==> config.mk <==
export PLATFORM = sky130hd
export DESIGN_NAME = uart_tx
export DESIGN_NICKNAME = d
export VERILOG_FILES = /design/src/rtl/uart_tx.sv
export SDC_FILE = /design/constraint.sdc
export NUM_CORES = 1
export LEC_CHECK = 0
export CAP_MARGIN = 20
export CORE_ASPECT_RATIO = 1.25
export CORE_UTILIZATION = 30
export CTS_CLUSTER_DIAMETER = 60
export DETAILED_ROUTE_END_ITERATION = 10
export PLACE_DENSITY = 0.43
export SYNTH_ARGS = -nofsm -noshare
export SYNTH_HDL_FRONTEND = slang
export SYNTH_SLANG_ARGS = --single-unit
==> constraint.sdc <==
create_clock -name clock -period 3.3 [get_ports clock]
set_clock_uncertainty 0.15 [all_clocks]
set_input_delay 0.495 -clock clock [delete_from_list [all_inputs] [get_ports clock]]
set_output_delay 0.495 -clock clock [all_outputs]
set_load 0.01 [all_outputs]
==> src/rtl/uart_tx.sv <==
// Buffered UART transmitter: valid/ready word FIFO feeding an 8N1-style serialiser.
// Frame = start bit, width data bits LSB first, one stop bit; each bit lasts clock_freq/baud_rate clocks.
module uart_tx #(
  parameter int width      = 8,
  parameter int baud_rate  = 9600,
  parameter int clock_freq = 460800,
  parameter int fifo_depth = 4
) (
  input  logic             clock,
  input  logic             resetn,
  input  logic [width-1:0] data,
  input  logic             valid,
  output logic             ready,
  output logic             signal,
  output logic             busy
);

  localparam int TPB = clock_freq / baud_rate;
  localparam int TW  = (TPB > 1) ? $clog2(TPB) : 1;
  localparam int BW  = (width > 1) ? $clog2(width) : 1;
  localparam int PW  = (fifo_depth > 1) ? $clog2(fifo_depth) : 1;
  localparam int CW  = PW + 1;

  localparam logic [TW-1:0] TICK_LAST = TW'(TPB - 1);
  localparam logic [BW-1:0] BIT_LAST  = BW'(width - 1);
  localparam logic [CW-1:0] FULL_CNT  = CW'(fifo_depth);

  if (TPB < 2) begin : g_tpb_check
    $error("uart_tx: clock_freq/baud_rate must be at least 2");
  end
  if ((fifo_depth < 2) || ((fifo_depth & (fifo_depth - 1)) != 0)) begin : g_depth_check
    $error("uart_tx: fifo_depth must be a power of two and >= 2");
  end

  typedef enum logic [1:0] {
    S_IDLE,
    S_START,
    S_DATA,
    S_STOP
  } state_t;

  logic [width-1:0] r_mem [fifo_depth];
  logic [PW-1:0]    r_wr_ptr;
  logic [PW-1:0]    r_rd_ptr;
  logic [CW-1:0]    r_count;

  state_t           r_state;
  logic [TW-1:0]    r_tick;
  logic [BW-1:0]    r_bit;
  logic [width-1:0] r_shift;
  logic             r_signal;

  state_t           w_state_nxt;
  logic [TW-1:0]    w_tick_nxt;
  logic [BW-1:0]    w_bit_nxt;
  logic [width-1:0] w_shift_nxt;
  logic             w_signal_nxt;
  logic             w_push;
  logic             w_pop;
  logic             w_nempty;
  logic             w_tick_end;

  assign ready    = (r_count != FULL_CNT);
  assign w_push   = valid && ready;
  assign w_nempty = (r_count != '0);
  assign busy     = (r_state != S_IDLE) || w_nempty;
  assign signal   = r_signal;

  // Storage needs no reset: only entries written since reset are ever read.
  always_ff @(posedge clock) begin
    if (w_push) r_mem[r_wr_ptr] <= data;
  end

  always_ff @(posedge clock or negedge resetn) begin
    if (!resetn) begin
      r_wr_ptr <= '0;
      r_rd_ptr <= '0;
      r_count  <= '0;
    end else begin
      if (w_push) r_wr_ptr <= r_wr_ptr + PW'(1);
      if (w_pop)  r_rd_ptr <= r_rd_ptr + PW'(1);
      case ({w_push, w_pop})
        2'b10:   r_count <= r_count + CW'(1);
        2'b01:   r_count <= r_count - CW'(1);
        default: r_count <= r_count;
      endcase
    end
  end

  always_ff @(posedge clock or negedge resetn) begin
    if (!resetn) begin
      r_state  <= S_IDLE;
      r_tick   <= '0;
      r_bit    <= '0;
      r_shift  <= '0;
      r_signal <= 1'b1;
    end else begin
      r_state  <= w_state_nxt;
      r_tick   <= w_tick_nxt;
      r_bit    <= w_bit_nxt;
      r_shift  <= w_shift_nxt;
      r_signal <= w_signal_nxt;
    end
  end

  assign w_tick_end = (r_tick == TICK_LAST);

  always_comb begin
    w_state_nxt  = r_state;
    w_tick_nxt   = r_tick;
    w_bit_nxt    = r_bit;
    w_shift_nxt  = r_shift;
    w_signal_nxt = r_signal;
    w_pop        = 1'b0;
    case (r_state)
      S_IDLE: begin
        w_signal_nxt = 1'b1;
        if (w_nempty) begin
          w_pop        = 1'b1;
          w_shift_nxt  = r_mem[r_rd_ptr];
          w_signal_nxt = 1'b0;
          w_tick_nxt   = '0;
          w_state_nxt  = S_START;
        end
      end
      S_START: begin
        if (w_tick_end) begin
          w_tick_nxt   = '0;
          w_bit_nxt    = '0;
          w_signal_nxt = r_shift[0];
          w_shift_nxt  = r_shift >> 1;
          w_state_nxt  = S_DATA;
        end else begin
          w_tick_nxt = r_tick + TW'(1);
        end
      end
      S_DATA: begin
        if (w_tick_end) begin
          w_tick_nxt = '0;
          if (r_bit == BIT_LAST) begin
            w_signal_nxt = 1'b1;
            w_state_nxt  = S_STOP;
          end else begin
            w_bit_nxt    = r_bit + BW'(1);
            w_signal_nxt = r_shift[0];
            w_shift_nxt  = r_shift >> 1;
          end
        end else begin
          w_tick_nxt = r_tick + TW'(1);
        end
      end
      S_STOP: begin
        if (w_tick_end) begin
          w_tick_nxt = '0;
          // A queued word goes straight into the next start bit, so frames abut.
          if (w_nempty) begin
            w_pop        = 1'b1;
            w_shift_nxt  = r_mem[r_rd_ptr];
            w_signal_nxt = 1'b0;
            w_state_nxt  = S_START;
          end else begin
            w_signal_nxt = 1'b1;
            w_state_nxt  = S_IDLE;
          end
        end else begin
          w_tick_nxt = r_tick + TW'(1);
        end
      end
      default: begin
        w_signal_nxt = 1'b1;
        w_state_nxt  = S_IDLE;
      end
    endcase
  end

endmodule

### Close-up of the layout, run 1

Window x 2 to 42, y 63 to 103 um. Cells in grey, sequential cells in the stronger grey; small squares are vias.
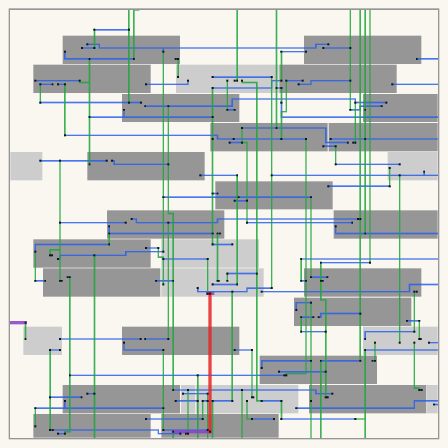
Key: purple = met3; red = met4; blue = met1; green = met2
30 logic cells have their middle in the window. Sequential cells in the window: 22. Most frequent: edfxtp_1 (22), mux4_1 (4), clkdlybuf4s50_1 (2). Netlist names of flops here include r_mem (22).

### The clock network, run 1

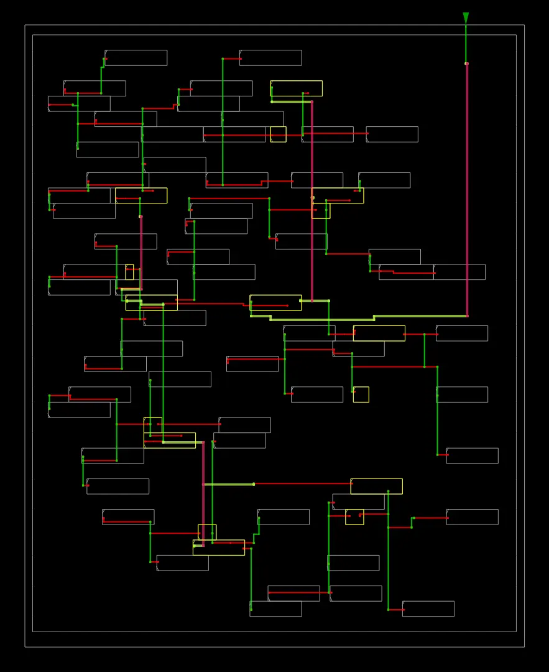
FFs & Latches: 59
Num CTS Buffers: 9
Clock Buffer Count: 9

### Sequential cells coloured by netlist name, run 1

Bar = 20 um. Other sequential cells in the stronger grey, the rest of the logic in the fainter grey.
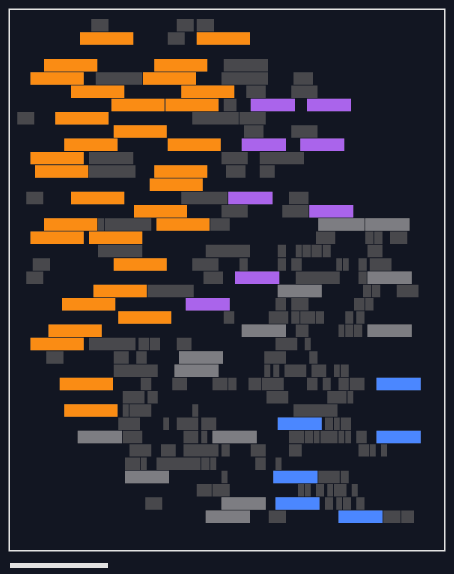
Key: orange = r_mem [flops 32]; purple = r_shift [flops 8]; blue = r_tick [flops 6, where bottom right]

### Metal layers overlaid, run 1

Two of the layers only.
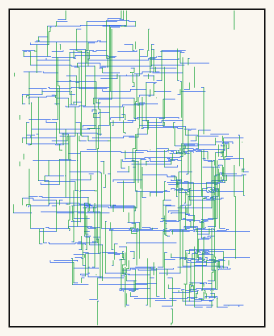
Key: blue = met1 [wire length 2410 um]; green = met2 [wire length 2440 um]

## run 1: power by group
group          switching [W]  total, W  internal, W
sequential         0.0000476  0.000948     0.000900
clock               0.000354  0.000865     0.000511
combinational       0.000145  0.000254     0.000109
## run 1: cell families after synthesis
group,after synthesis,synth area share [%]
and+or+nand+nor,52,9.73
muxes,27,15.9
xor gates and xnor gates,6,1.86
DFF,59,57.9
buffers and inverters,19,3.67
adders and majority gates,14,6.46
AOI/OAI and AO/OA,22,4.51
## run 1: per-layer routing
layer	up-vias	global-route usage (%)
met5	-	0
met4	0	7.10
met3	10	4.26
met2	43	18.3
met1	768	15.8
li1	784	-
## run 1: critical path: cells and delay by family, from the launching register on
family,cells,cell delay [ps]
adders and majority gates,3,840
DFF,1,380
buffers and inverters,1,60
AOI/OAI and AO/OA,1,160
and+or+nand+nor,3,800
xor gates and xnor gates,2,300
## run 1: cells in the mapped netlist
cell type  instances  area [um^2]
o22ai_1            1         6.26
o211a_1            1         10.0
or2_1              1         6.26
nand4b_1           2         17.5
inv_1             10         37.5
a22o_1             1         8.76
a21oi_2            1         8.76
clkbuf_1           3         11.3
edfxtp_1          32          961
nor2_1             5         18.8
xnor2_1            2         17.5
nor2b_1            1         6.26
mux2_4             7          105
nand2_1           13         48.8
mux2i_1            1         10.0
nor3_1             5         25.0
nand3b_1           1         7.51
o21ai_0            9         45.0
and3_1             5         31.3
ha_1              13          163
buf_2              2         10.0
a31oi_1            3         18.8
a21oi_1            6         30.0
xor2_1             4         35.0
fa_1               1         20.0
mux2_2            11          124
buf_6              4         45.0
and4b_1            1         10.0
dfrtp_1           26          651
mux4_1             8          210
nor4_1             1         6.26
nand2b_1           1         6.26
nor4b_1            2         17.5
nand3_1           11         55.1
or3_1              2         12.5
dfstp_2            1         26.3
and2_1             1         6.26
==> changes_impl.md, run 1 <==
## Implementation

- Top class by area: sequential cells
- Most common logic cells in the final layout: edfxtp_1 (32), dfrtp_1 (26), nand2_1 (13), ha_1 (13), clkdlybuf4s50_1 (13)
- DIE WIDTH: 88.9 um
- Antenna violations before repair: 0
- Top reg by flops: r_mem
- MI comb area: 1090 um^2
- Total gr overflow: 0
- Buffers on Ports: 13
- Worst Hold Path Cells: 2
- # setup viols final: 0
- Max VDD drop: 310 uV
- Invs w/o clock: 10
- F_max: 362 MHz
- Yosys Instances: 199
- Synth-to-Final Area Change: 18.4%
- WHS Endpoint: r_tick[1]
- Final setup margin: 538 ps
- Comb area share: 32.5%
- Clk pin slew, worst setup/hold paths: 50 ps
- Crit end category: flop
- Layout Cells excl Fill: 345
- Share of layout cells above drive strength 1: 17.1%
- R2R Setup Slk: 540 ps
- Syn. warnings: 0
- WL met3: 182 um
- Run status: completed
- Post-CTS Resized: 0
- Cells after Synth: 199
- Top routing layer in use: met4
- Crit-path max FO: 7
- Least-Margin Pin Slew: 520 ps
- Largest regs: r_mem: 32 flops, r_shift: 8 flops, r_tick: 6 flops
- GPL Wtd Cong: 0.704
- Routed length on met1: 2410 um
- Vias: 1605
- Critical Path AT: 2860 ps
- Final WL: 5140 um
- Final core occ: 36.7%
- Placed cell area: 3070 um^2
- Die Height: 111 um
- GRT Resource Usage Total: 12.5%
- Buffers, non-clock: 16
- Lkg Pwr: 1.36 nW
- CTS tree: yes
- #FFs+latches synth: 59
- Final ANT Viol Nets: 0
- DR pass1 iterations: 4
- Path type of the worst setup path: reg2reg
- Post-route cell area: 3350 um^2
- CP max stage delay: 380 ps
- CP max-delay cell: dfrtp_1
- HP Class: reg2reg
- CP Launch Point: r_tick[0]
- Clock Sinks: 59
- First-pass GRT wire length: 8750 um
- Starting DRT DRC Count: 74
- IO Count: 14
- Clock-cell share of area: 8.33%
- Mapped Area: 2830 um^2
- DP Cell Count: 329
- Post-CTS Setup Inserts: 0
- Relative slew margins: 65.3%
- Cts-stage hold buffer count: 0
- TNS Setup: 0 ps
- Vias in the first global route: 1612
- Worst hold slack: 351 ps
- Max-slew violations: 0
- Fraction of area in non-clock buffers: 4.56%
- Tap Cells: 123
- Bufs on Longest Clock Path: 2
- H-tree Lvls: 3
- Pin count of the biggest net entering global routing: 28
- CP Capture Point: r_count[2]
- Final Critical Period: 2760 ps
- Hold Crit Start: r_tick[1]
- Avg Inst Size Synth: 14.2 um^2
- DRC: 0
- Die ar.: 9820 um^2
- Commonest non-fill, non-tap cell in the layout: edfxtp_1
- Worst R2R End: r_count[2]
- Cell area power density: 617 nW/um^2
- Pre-Place Util: 31.0%
- Final worst path period share: 83.7%
- Number of logic gates: 121
- Seq. cell area: 1640 um^2
- Met2 routed WL: 2440 um
- CP required: 3400 ps
- DP HPWL: 3290 um
- Worst skew pair latency: 330 ps
### Wires at chosen ports, followed through buffers, run 1

Bar = 20 um.
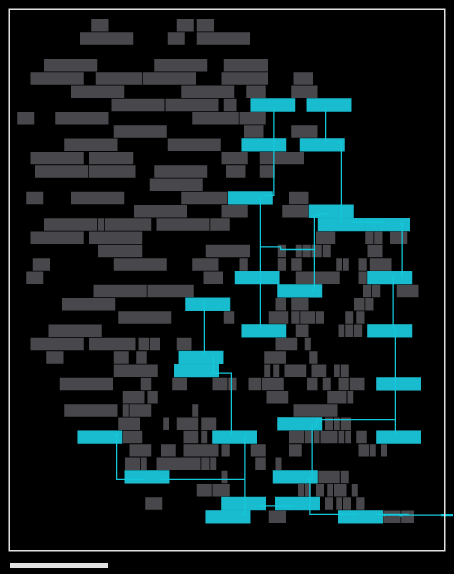

==> run 1 -> run 2 <==
--- a/config.mk
+++ b/config.mk
@@ -10,7 +10,7 @@
 export CORE_UTILIZATION = 30
 export CTS_CLUSTER_DIAMETER = 60
 export DETAILED_ROUTE_END_ITERATION = 10
-export PLACE_DENSITY = 0.43
+export PLACE_DENSITY = 0.44
 export SYNTH_ARGS = -nofsm -noshare
 export SYNTH_HDL_FRONTEND = slang
 export SYNTH_SLANG_ARGS = --single-unit
==> constraint.sdc (replaced) <==
create_clock -name clock -period 2.5 [get_ports clock]
set_clock_uncertainty 0.15 [all_clocks]
set_input_delay 0.375 -clock clock [delete_from_list [all_inputs] [get_ports clock]]
set_output_delay 0.375 -clock clock [all_outputs]
set_load 0.01 [all_outputs]
### Wires at chosen ports, followed through buffers, run 2

Bar = 20 um.
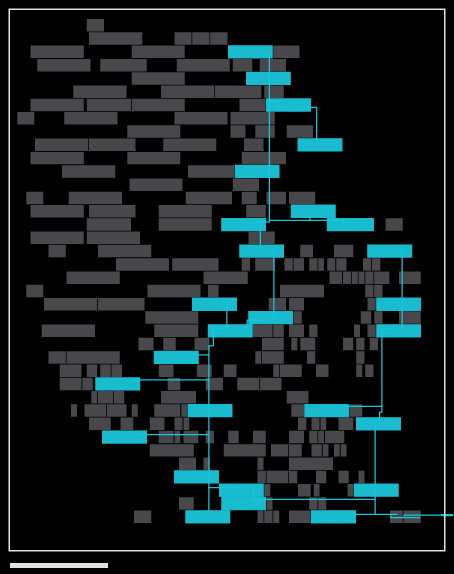
Key: cyan = resetn [direction input, edge right, end cells 27, wire 301 um]

### The clock network, run 2

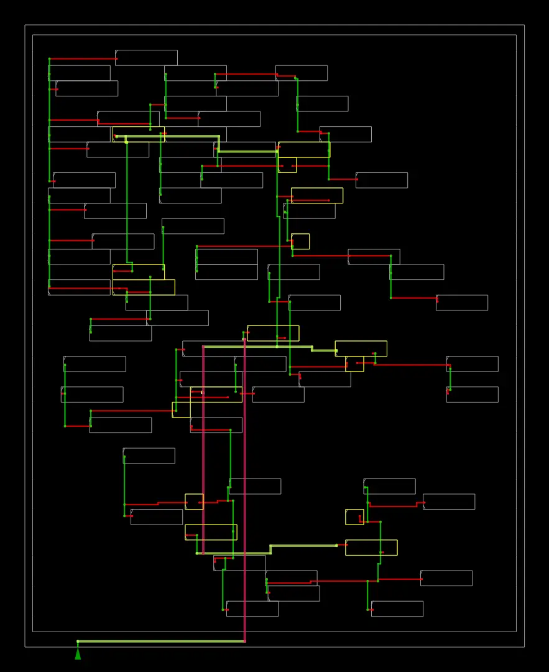
P_clk: 0.00126 W
Clock Sinks: 59
worst skew pair latency: 330 ps

==> run 2 against run 1 <==
Effect of this change: final area up 3.8%; critical path depth is the same; register-to-register slack got worse by 400 ps; clock power rose by 46%; critical endpoint unchanged; highest routed layer unchanged.
==> changes_impl.md, run 2 <==
## Implementation

- Area fraction in mux cells: 15.9% (unchanged)
- WL met3: 165 um (was 182 um)
- GRT Resource Usage Total: 12.0% (was 12.5%)
- Buffers on Ports: 13 (unchanged)
- Post-route cell area: 3480 um^2 (was 3350 um^2)
- DIE WIDTH: 88.9 um (unchanged)
- Net Sw Frac: 25.7% (was 26.4%)
- Die ar.: 9820 um^2 (unchanged)
- GRT met1 Usage: 14.9% (was 15.8%)
- Top cells by count: edfxtp_1 (32), dfrtp_1 (26), ha_1 (13), nand2_1 (13) (unchanged)
- M2 GR Usage: 18.1% (was 18.3%)
- Num CTS Buffers: 9 (unchanged)
- Lkg Pwr: 1.42 nW (was 1.36 nW)
- Vias: 1608 (was 1605)
- Die Height: 111 um (unchanged)
- Final worst path period share: 94.6% (was 83.7%)
- Top reg by flops: r_mem (unchanged)
- Final WL: 5010 um (was 5140 um)
- Clk pin slew, worst setup/hold paths: 60 ps (was 50 ps)
- CP required: 2600 ps (was 3400 ps)
- Cells after Synth: 199 (unchanged)
- Synth-to-Final Area Change: 22.9% (was 18.4%)
- Top logic family: multiplexers (unchanged)
- CTS tree: yes (unchanged)
- Fa+ha+maj area frac: 6.46% (unchanged)
- Max-slew violations: 0 (unchanged)
- Most common cell in the netlist: edfxtp_1 (unchanged)
- Switch Pwr: 0.000736 W (was 0.000546 W)
- Avg Inst Size Synth: 14.2 um^2 (unchanged)
- Seq pwr: 0.00126 W (was 0.000948 W)
- Final ANT Viol Nets: 0 (unchanged)
- Bufs on Longest Clock Path: 2 (unchanged)
- Yosys Instances: 199 (unchanged)
- Top routing layer in use: met4 (unchanged)
- Antenna violations before repair: 0 (unchanged)
- DP HPWL: 3400 um (was 3290 um)
- Crit-path max FO: 4 (was 7)
- Syn. warnings: 0 (unchanged)
- Crit end category: flop (unchanged)
- DRC: 0 (unchanged)
- Post-synth top area cell: edfxtp_1 (unchanged)
- Yosys aoi share: 4.51% (unchanged)
- Share of layout cells above drive strength 1: 22.5% (was 17.1%)
- Critical Path AT: 2470 ps (was 2860 ps)
- Starting DRT DRC Count: 35 (was 74)
- GPL Wtd Cong: 0.733 (was 0.704)
- Pwr top: sequential cells (unchanged)
- Top cells by area: edfxtp_1 (34%), dfrtp_1 (23%), mux4_1 (7.4%) (unchanged)
- Comb power frac: 11.9% (was 12.3%)
- Path type of the worst setup path: reg2reg (unchanged)
- Pin count of the biggest net entering global routing: 28 (unchanged)
- Routed length on met1: 2320 um (was 2410 um)
- Simple-Gate Area Share: 9.73% (unchanged)
- H-tree Lvls: 3 (unchanged)
- EDFF count, synth: 32 (unchanged)
- Least-Margin Pin Slew: 499 ps (was 520 ps)
- First-pass GRT wire length: 8530 um (was 8750 um)
- #FFs+latches synth: 59 (unchanged)
- Met3 usage: 4.04% (was 4.26%)
- Post-Synth XOR/XNOR Area: 1.86% (unchanged)
- Commonest non-fill, non-tap cell in the layout: edfxtp_1 (unchanged)
- Combinational power: 0.000339 W (was 0.000254 W)
- Power share of the clock group: 44.0% (was 41.8%)
- HP Class: in2async (was reg2reg)
- Pre-Place Util: 31.0% (unchanged)
- Internal power: 0.00213 W (was 0.00152 W)
- Relative slew margins: 66.7% (was 65.3%)
- Max VDD drop: 576 uV (was 310 uV)
- Run status: completed (unchanged)
- Most common logic cells in the final layout: edfxtp_1 (32), dfrtp_1 (26), nand2_1 (13) (was edfxtp_1 (32), dfrtp_1 (26), nand2_1 (13), ha_1 (13), clkdlybuf4s50_1 (13))
- Busiest grt layer: met2 (unchanged)
- Placed cell area: 3130 um^2 (was 3070 um^2)
## run 2: cell counts after synthesis
No cell type changed its count.
## run 2: logic make-up after synthesis
group,after synthesis
flops,59
compound gates,22
simple gates,52
xor+xnor,6
fa+ha+maj,14
mux,27
buf+inv,19
## run 2: path summary, 6_finish.rpt
check | end | startpoint | slack, ps | cells past startpoint
worst min register to register | r_shift[6] | r_shift[6] | 350 | 1
max in group asynchronous | signal | resetn | 1590 | 2
min in group clock | r_shift[6] | r_shift[6] | 350 | 1
worst min-delay path | r_tick[2] | resetn | 280 | 2
worst max-delay path | r_count[2] | r_tick[0] | 130 | 10
worst max register to register | r_count[2] | r_tick[0] | 130 | 10
## run 2: layout make-up
class                   count  area (um^2)
clock buffers               9          225
inverters                  10         37.5
repair buffers             25          223
fillers                   872         5650
flip-flops and latches     59         1640
well taps                 123          154
clock inverters             7         82.6
multi-input cells         121         1120
## run 2: per-stage QoR
step           TNS, ps  power (W)  setup slack [ps]  cells
3_5_place_dp         0    0.00163              76.4    337
4_1_cts              0    0.00292              26.1    353
6_report             0    0.00286               135    354
2_1_floorplan        0    0.00148              20.4    199
3_3_place_gp         0    0.00163               134    337
5_1_grt          -46.4    0.00302             -46.4    354
## run 2: repair_timing
| item | in CTS | in global routing |
|---|---|---|
| pin swaps | 0 | 2 |
| gates resized | 1 | 4 |
| hold buffers | 0 | 0 |
| setup buffers | 0 | 1 |
| setup endpoints to repair | 1 | 2 |
## run 2: critical path, stage by stage (launching register included)
cell	delay [ps]
dfrtp_1	380
ha_1	170
and4b_1	240
a31oi_2	130
nor3_2	170
ha_2	210
inv_1	50
fa_1	370
xor2_1	150
nor2_1	110
xor2_1	150
### Sequential cells coloured by netlist name, run 2

Bar = 20 um. Other sequential cells in the stronger grey, the rest of the logic in the fainter grey.
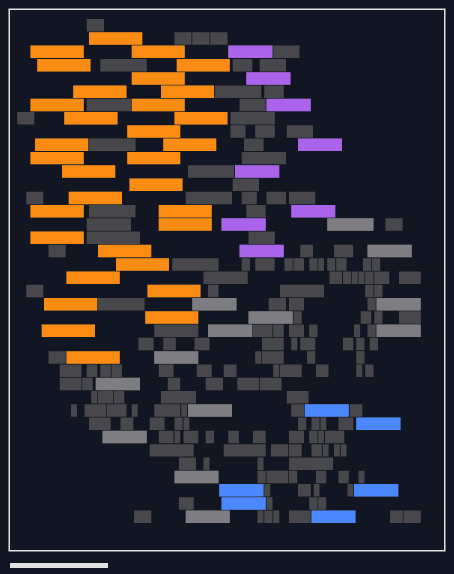

==> run 2 -> run 3 <==
--- a/config.mk
+++ b/config.mk
@@ -11,6 +11,7 @@
 export CTS_CLUSTER_DIAMETER = 60
 export DETAILED_ROUTE_END_ITERATION = 10
 export PLACE_DENSITY = 0.44
+export REMOVE_ABC_BUFFERS = 1
 export SYNTH_ARGS = -nofsm -noshare
 export SYNTH_HDL_FRONTEND = slang
 export SYNTH_SLANG_ARGS = --single-unit
### Sequential cells coloured by netlist name, run 3

Bar = 20 um. Other sequential cells in the stronger grey, the rest of the logic in the fainter grey.
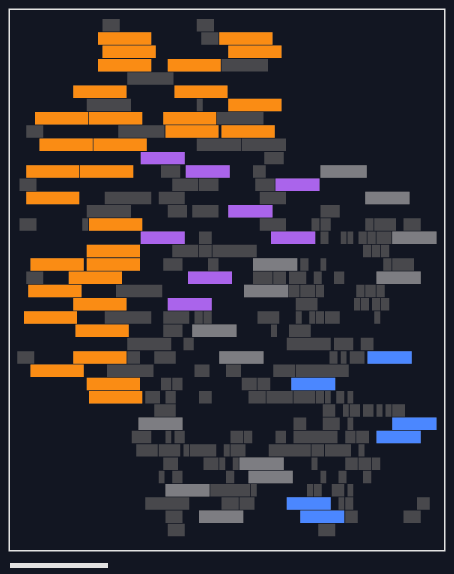
Key: purple = r_shift [flops 8, where middle]; orange = r_mem [flops 32]; blue = r_tick [flops 6, where bottom right]

==> run 3 against run 2 <==
Effect of this change: utilization increased by 0.15 points; sequential share of layout area decreased by 0.19 points; clock-buffer cell count unchanged; sequential cell count unchanged; highest routed layer unchanged; sequential power about the same; clock power decreased by 5%; synthesized area unchanged; setup slack improved by 5.0 ps; maximum frequency increased by 0.21%; combinational power decreased by 1%; critical endpoint is now busy; global-route usage increased by 0.15 points; largest power group unchanged.
==> changes_impl.md, run 3 <==
## Implementation

- Worst hold slack: 281 ps (was 285 ps)
- CP max-delay cell: clkdlybuf4s50_1 (was dfrtp_1)
- Post-CTS Resized: 1 (unchanged)
- DR pass1 iterations: 4 (unchanged)
- Bufs on Longest Clock Path: 2 (unchanged)
- First-pass GRT wire length: 8470 um (was 8530 um)
- DIE WIDTH: 88.9 um (unchanged)
- Final worst path period share: 94.4% (was 94.6%)
- Die Height: 111 um (unchanged)
- Yosys Instances: 199 (unchanged)
- Mapped Area: 2830 um^2 (unchanged)
- # setup viols final: 0 (unchanged)
- Top logic family: multiplexers (unchanged)
- Largest regs: r_mem: 32 flops, r_shift: 8 flops, r_tick: 6 flops (unchanged)
- Avg Inst Size Synth: 14.2 um^2 (unchanged)
- Post-CTS Setup Inserts: 0 (unchanged)
- Dpl ws: 18.7 ps (was 76.4 ps)
- CP delay by family, top: buffers and inverters (was adder cells)
- #FFs+latches synth: 59 (unchanged)
- Critical Path AT: 1840 ps (was 2470 ps)
- Worst R2R End: r_count[2] (unchanged)
- Final setup margin: 140 ps (was 135 ps)
- Buffers on Ports: 13 (unchanged)
- Cells after Synth: 199 (unchanged)
- GPL Wtd Cong: 0.735 (was 0.733)
- DP HPWL: 3440 um (was 3400 um)
- DRC: 0 (unchanged)
- Relative slew margins: 65.5% (was 66.7%)
- Syn. warnings: 0 (unchanged)
- Critical-path cell list: inv_1, ha_2, nor4b_4, inv_2, clkdlybuf4s50_1 (was ha_1, and4b_1, a31oi_2, nor3_2, ha_2, inv_1, fa_1, xor2_1, nor2_1, xor2_1)
- Num CTS Buffers: 9 (unchanged)
- Antenna violations before repair: 0 (unchanged)
- Sequential share of power: 45.2% (was 44.2%)
- F_max: 424 MHz (was 423 MHz)
- Internal power: 0.00210 W (was 0.00213 W)
- Post-Synth XOR/XNOR Area: 1.86% (unchanged)
- Clk pin slew, worst setup/hold paths: 60 ps (about the same)
- Run status: completed (unchanged)
- Die ar.: 9820 um^2 (unchanged)
- Top-area cell share: 34.0% (unchanged)
- GRT Resource Usage Total: 12.1% (was 12.0%)
- Final Critical Period: 2360 ps (was 2370 ps)
- Net Sw Frac: 25.2% (was 25.7%)
- Top reg by flops: r_mem (unchanged)
- Cts-stage hold buffer count: 0 (unchanged)
- Commonest non-fill, non-tap cell in the layout: edfxtp_1 (unchanged)
- Switch Pwr: 0.000706 W (was 0.000736 W)
- Most common logic cells in the final layout: edfxtp_1 (32), dfrtp_1 (26), buf_4 (15) (was edfxtp_1 (32), dfrtp_1 (26), nand2_1 (13))
### Close-up of the layout, run 3

Window x 2 to 42, y 63 to 103 um. Cells in grey, sequential cells in the stronger grey; small squares are vias.
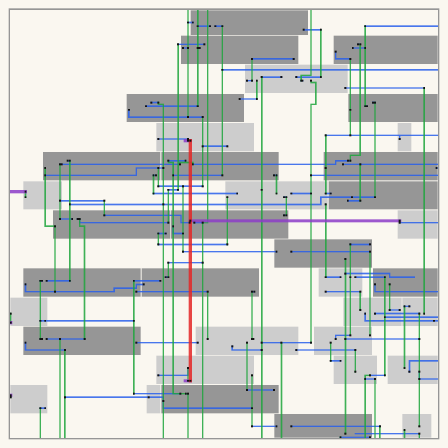
Key: purple = met3; blue = met1; red = met4; green = met2
35 logic cells have their middle in the window. Sequential cells in the window: 18. Most frequent: edfxtp_1 (15). Netlist names of flops here include r_mem (15), r_shift (3).

==> run 3: how the worst max path moves through the flow <==
stage / to / depth (start not counted) / slack (ps) / start
finish: busy / 5 / 140 / r_state[0]
global route: r_count[2] / 10 / -40 / r_tick[0]
CTS: r_count[2] / 10 / 5 / r_tick[1]
detailed placement: r_count[2] / 10 / 20 / r_tick[1]
global placement: r_count[2] / 10 / 90 / r_tick[1]
floorplan: r_count[2] / 9 / -20 / r_state[0]
==> run 3: routing by layer <==
layer / part of all wire, % / GRT usage [%]
met5: 0 / 0
met4: 1.9 / 6.13
met3: 2.9 / 4.93
met2: 51 / 18.8
met1: 44 / 14.1
==> run 3: through the flow <==
| step | area, um^2 | util [%] |
|---|---|---|
| floorplan | 2760 | - |
| global placement | 3140 | 34.5 |
| detailed placement | 3140 | 34.5 |
| CTS | 3440 | 37.7 |
| global route | 3490 | 38.2 |
| finish | 3490 | 38.2 |
==> run 3: cell type report <==
class                           count  area [um^2]  area share [%]
Sequential cell                    59         1640            46.9
Multi-Input combinational cell    121         1120            32.2
Timing Repair Buffer               28          243            6.96
Clock buffer                        9          225            6.45
Tap cell                          123          154            4.41
Clock inverter                      7         68.8            1.97
Inverter                           10         37.5            1.08
==> run 3: kinds of logic after synthesis <==
logic type / count (synthesis)
AOI/OAI and AO/OA: 22
xor gates and xnor gates: 6
adders and majority gates: 14
buffers and inverters: 19
DFF: 59
muxes: 27
and+or+nand+nor: 52
==> run 3: power by group through the flow <==
stage	sequential, W	clock (W)	combinational, W
after floorplan	0.00125	0	0.000224
after global placement	0.00127	0	0.000338
after detailed placement	0.00127	0	0.000339
after CTS	0.00126	0.00124	0.000341
after global routing	0.00128	0.00127	0.000390
final	0.00127	0.00120	0.000334
No activity file was given, so power comes from the tool's default toggle rates.
